congestion_map.png
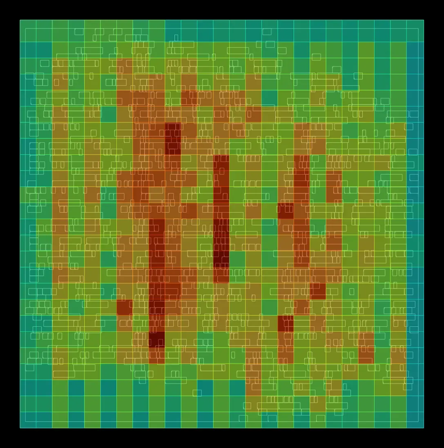
sizing.png
The bar under the picture is 50 um long.
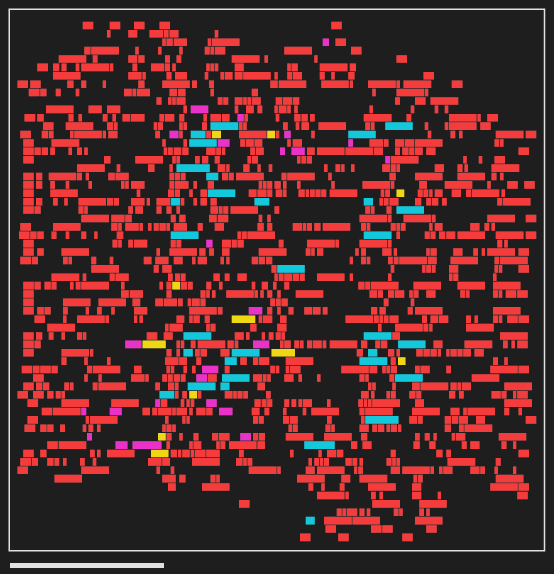
==> src/rtl/cape_sng_seq.sv <==
// CAPE-counter stochastic number generator with start/busy/done run control,
// downstream stall, early termination and runtime precision truncation.
module cape_sng_seq #(
  parameter int WIDTH      = 8,
  parameter int NUM_INPUTS = 4
) (
  input  logic                      clk,
  input  logic                      rst,
  input  logic                      start,
  input  logic                      corr,
  input  logic                      et_en,
  input  logic [WIDTH-1:0]          trunc,
  input  logic [WIDTH-1:0]          Bxs [NUM_INPUTS],
  input  logic                      hold,
  output logic                      busy,
  output logic [NUM_INPUTS-1:0]     Xs,
  output logic                      xs_valid,
  output logic                      done,
  output logic [WIDTH*NUM_INPUTS:0] run_len
);

  localparam int CW = WIDTH * NUM_INPUTS;

  typedef enum logic [1:0] {
    ST_IDLE = 2'd0,
    ST_RUN  = 2'd1,
    ST_DONE = 2'd2
  } state_t;

  state_t                           state_r, state_nxt_s;
  logic [NUM_INPUTS-1:0][WIDTH-1:0] b_r;
  logic [NUM_INPUTS-1:0][WIDTH-1:0] tz_s;
  logic [NUM_INPUTS-1:0][WIDTH-1:0] v_s;
  logic [WIDTH-1:0]                 tz_all_s;
  logic                             corr_r;
  logic                             et_en_r;
  logic [CW-1:0]                    cnt_r;
  logic [CW-1:0]                    bp_s;
  logic [CW-1:0]                    cnt_nxt_s;
  logic [CW:0]                      sum_s;
  logic [CW:0]                      len_r;
  logic [CW:0]                      run_len_r;
  logic                             ovf_s;
  logic                             advance_s;
  logic [NUM_INPUTS-1:0]            xs_s;

  // Trailing-zero masks: tz[i][j] set when operand bits j..0 are all zero.
  always_comb begin
    tz_s     = '0;
    tz_all_s = {WIDTH{1'b1}};
    for (int i = 0; i < NUM_INPUTS; i++) begin
      for (int j = 0; j < WIDTH; j++) begin
        tz_s[i][j]  = ~|(b_r[i] << (WIDTH - 1 - j));
        tz_all_s[j] = tz_all_s[j] & tz_s[i][j];
      end
    end
  end

  // Bypass mask; correlated mode never counts above the low WIDTH bits.
  always_comb begin
    bp_s = '0;
    for (int k = 0; k < CW; k++) begin
      if (corr_r) begin
        if (k < WIDTH) begin
          bp_s[k] = et_en_r & tz_all_s[k % WIDTH];
        end else begin
          bp_s[k] = 1'b1;
        end
      end else begin
        bp_s[k] = et_en_r & tz_s[k % NUM_INPUTS][k / NUM_INPUTS];
      end
    end
  end

  // Forcing bypassed bits high lets the carry ripple straight past them.
  always_comb begin
    sum_s     = {1'b0, cnt_r | bp_s} + {{CW{1'b0}}, 1'b1};
    ovf_s     = sum_s[CW];
    cnt_nxt_s = sum_s[CW-1:0] & ~bp_s;
    advance_s = (state_r == ST_RUN) && !hold;
  end

  // Per-channel compare values and stream bits.
  always_comb begin
    v_s  = '0;
    xs_s = '0;
    for (int i = 0; i < NUM_INPUTS; i++) begin
      for (int j = 0; j < WIDTH; j++) begin
        if (corr_r) begin
          v_s[i][j] = cnt_r[j];
        end else begin
          v_s[i][j] = cnt_r[j*NUM_INPUTS+i];
        end
      end
      if (state_r == ST_RUN) begin
        xs_s[i] = (v_s[i] < b_r[i]);
      end else begin
        xs_s[i] = 1'b0;
      end
    end
  end

  always_ff @(posedge clk or posedge rst) begin
    if (rst) begin
      state_r <= ST_IDLE;
    end else begin
      state_r <= state_nxt_s;
    end
  end

  // Next state: a stalled cycle never terminates the run.
  always_comb begin
    state_nxt_s = state_r;
    case (state_r)
      ST_IDLE: begin
        if (start) begin
          state_nxt_s = ST_RUN;
        end else begin
          state_nxt_s = ST_IDLE;
        end
      end
      ST_RUN: begin
        if (advance_s && ovf_s) begin
          state_nxt_s = ST_DONE;
        end else begin
          state_nxt_s = ST_RUN;
        end
      end
      ST_DONE: state_nxt_s = ST_IDLE;
      default: state_nxt_s = ST_IDLE;
    endcase
  end

  // Operand capture, counter advance and length accounting.
  always_ff @(posedge clk or posedge rst) begin
    if (rst) begin
      b_r       <= '0;
      corr_r    <= 1'b0;
      et_en_r   <= 1'b0;
      cnt_r     <= '0;
      len_r     <= '0;
      run_len_r <= '0;
    end else begin
      case (state_r)
        ST_IDLE: begin
          if (start) begin
            for (int i = 0; i < NUM_INPUTS; i++) begin
              b_r[i] <= Bxs[i] & ~trunc;
            end
            corr_r  <= corr;
            et_en_r <= et_en;
            cnt_r   <= '0;
            len_r   <= '0;
          end
        end
        ST_RUN: begin
          if (!hold) begin
            cnt_r <= cnt_nxt_s;
            len_r <= len_r + {{CW{1'b0}}, 1'b1};
            if (ovf_s) begin
              run_len_r <= len_r + {{CW{1'b0}}, 1'b1};
            end
          end
        end
        default: begin
        end
      endcase
    end
  end

  always_comb begin
    busy     = (state_r == ST_RUN);
    xs_valid = advance_s;
    done     = (state_r == ST_DONE);
    Xs       = xs_s;
    run_len  = run_len_r;
  end

endmodule
==> config.mk <==
export PLATFORM = sky130hd
export DESIGN_NAME = cape_sng_seq
export DESIGN_NICKNAME = d
export VERILOG_FILES = /design/src/rtl/cape_sng_seq.sv
export SDC_FILE = /design/constraint.sdc
export NUM_CORES = 1
export LEC_CHECK = 0
export CORE_AREA = 2 2 171 173
export DETAILED_ROUTE_END_ITERATION = 8
export DIE_AREA = 0 0 173 175
export GPL_TIMING_DRIVEN = 0
export PLACE_DENSITY_LB_ADDON = 0.08
export SYNTH_ARGS = -nofsm -noshare
export SYNTH_HDL_FRONTEND = slang
export SYNTH_SLANG_ARGS = --single-unit
==> constraint.sdc <==
create_clock -name clk -period 4.71 [get_ports clk]
set_clock_uncertainty 0.05 [all_clocks]
set_input_delay 0.471 -clock clk [delete_from_list [all_inputs] [get_ports clk]]
set_output_delay 0.471 -clock clk [all_outputs]
set_load 0.01 [all_outputs]
==> out/results.tsv <==
stage	metric	value	unit
worst_setup_path	path_buffers	6	
worst_setup_path	arrival	3.99	ns
timing	finalSetupViolations	0	
clocking	cts_buffer_depth	2	
logic_synthesis	synth_area	0.00840	mm2
worst_setup_path	required	4.19	ns
placed_design	io_buffers	85	
run	drv_cap	0	
finish	area_growth	24.0	%
routing	drt_pass1_iterations	5	
timing	hold_violations	0	
global_route	grt_pass1_wl	45500	um
die	fp_util	0.296	
pwr	p_clk_frac	0.473	
global_route	grt_max_degree	86	
routing	highest-signal-layer	met4	
hold_path	min_from	run_len[16]	
clocking	cts_buffers	17	
clocking	hold_buffers	0	
pwr	internal_power	2.13	mW
finish	most-common-layout-cells	173 x o21ai_0, 138 x nand2_1, 133 x dfrtp_1, 84 x clkdlybuf4s50_1, 68 x inv_1	
worst_setup_path	cpMostUsedCell	a21o_1	
finish	final_util	0.367	
pwr	switching_power	0.845	mW
status	status	finished clean	
logic_synthesis	yosys_warnings	0	
hold_path	min_path_type	flip-flop to flip-flop	
timing	period_minus_slack	4.51	ns
pwr	switching_share	0.284	
timing	timing.final.crit_share	0.958	
die	fp.dieW	173	um
pwr	powerClk	1.41	mW
worst_setup_path	end_kind	primary output	
worst_setup_path	reg2regPathDepth	9	
logic_synthesis	numSynthFlops	134	
logic_synthesis	xor_share	0.0344	
pwr	p_seq	1.23	mW
hold_path	hold_depth	2	
die	pin_count	86	
pwr	top_power_group	the clock network	
die	die_y	175	um
global_route	overflow	0	
clocking	postCtsSetupBuffers	0	
## Picture notes: congestion_map.png
Most Crowded Layer GR: met2
met1 Track Usage GR: 0.264
met2 usage: 0.319
GR Layer Usage met3: 0.0224

## Picture notes: sizing.png
legend:
  cyan:
    size: x6 and larger
    cells: 31
    share: 2.7%
  magenta:
    size: x2
    cells: 25
    share: 2.2%
  yellow:
    size: x3 and x4
    cells: 11
    share: 0.96%
  red:
    size: x1 and smaller
    cells: 1075
    share: 94%

## area by class of cell
class                           count  area [um2]
Fill cell                        3009       18000
Inverter                           69         264
Timing Repair Buffer               87         885
Clock buffer                       17         425
Buffer                             51         234
Sequential cell                   134        3350
Multi-Input combinational cell    769        4600
Clock inverter                     15         168
Tap cell                          384         480
## synth_stat cells, types with 6 or more instances
| library cell | instances | area share |
|---|---|---|
| and3_1 | 19 | 0.014 |
| nand4_1 | 6 | 0.0045 |
| xnor2_1 | 23 | 0.024 |
| nand2b_1 | 40 | 0.030 |
| nor2_1 | 63 | 0.028 |
| nand2_1 | 138 | 0.062 |
| inv_1 | 69 | 0.031 |
| nor3_1 | 17 | 0.010 |
| nand3_1 | 25 | 0.015 |
| o21ai_0 | 173 | 0.10 |
| o31ai_1 | 24 | 0.021 |
| a21o_1 | 17 | 0.015 |
| xor2_1 | 10 | 0.010 |
| ha_1 | 30 | 0.045 |
| a31oi_1 | 21 | 0.016 |
| clkbuf_1 | 43 | 0.019 |
| nor4b_1 | 6 | 0.0063 |
| dfrtp_1 | 134 | 0.40 |
| a21oi_1 | 34 | 0.020 |
| nor4_1 | 15 | 0.011 |
| and2_1 | 6 | 0.0045 |
| a22o_1 | 11 | 0.011 |
| a41oi_1 | 7 | 0.0073 |
| nor2b_1 | 11 | 0.0082 |
| or3_1 | 8 | 0.0060 |
## tightest hold or removal path: stages, from the launching register on
cell and delay [ns]:
dfrtp_1 0.35, nand2_1 0.05, nand2_1 0.05
## through the flow
stage	std cells	power, mW	instance area, um2	worst slack, ns
after floorplan	1023	1.44	8400	0.606
after global placement	1492	1.59	9730	-1.88
after detailed placement	1494	1.59	9780	-1.36
after CTS	1526	3.00	10400	0.161
after global routing	1526	3.09	10400	0.0901
final	1526	2.98	10400	0.198
Power figures rest on the tool's default switching activity, not on a simulated workload.
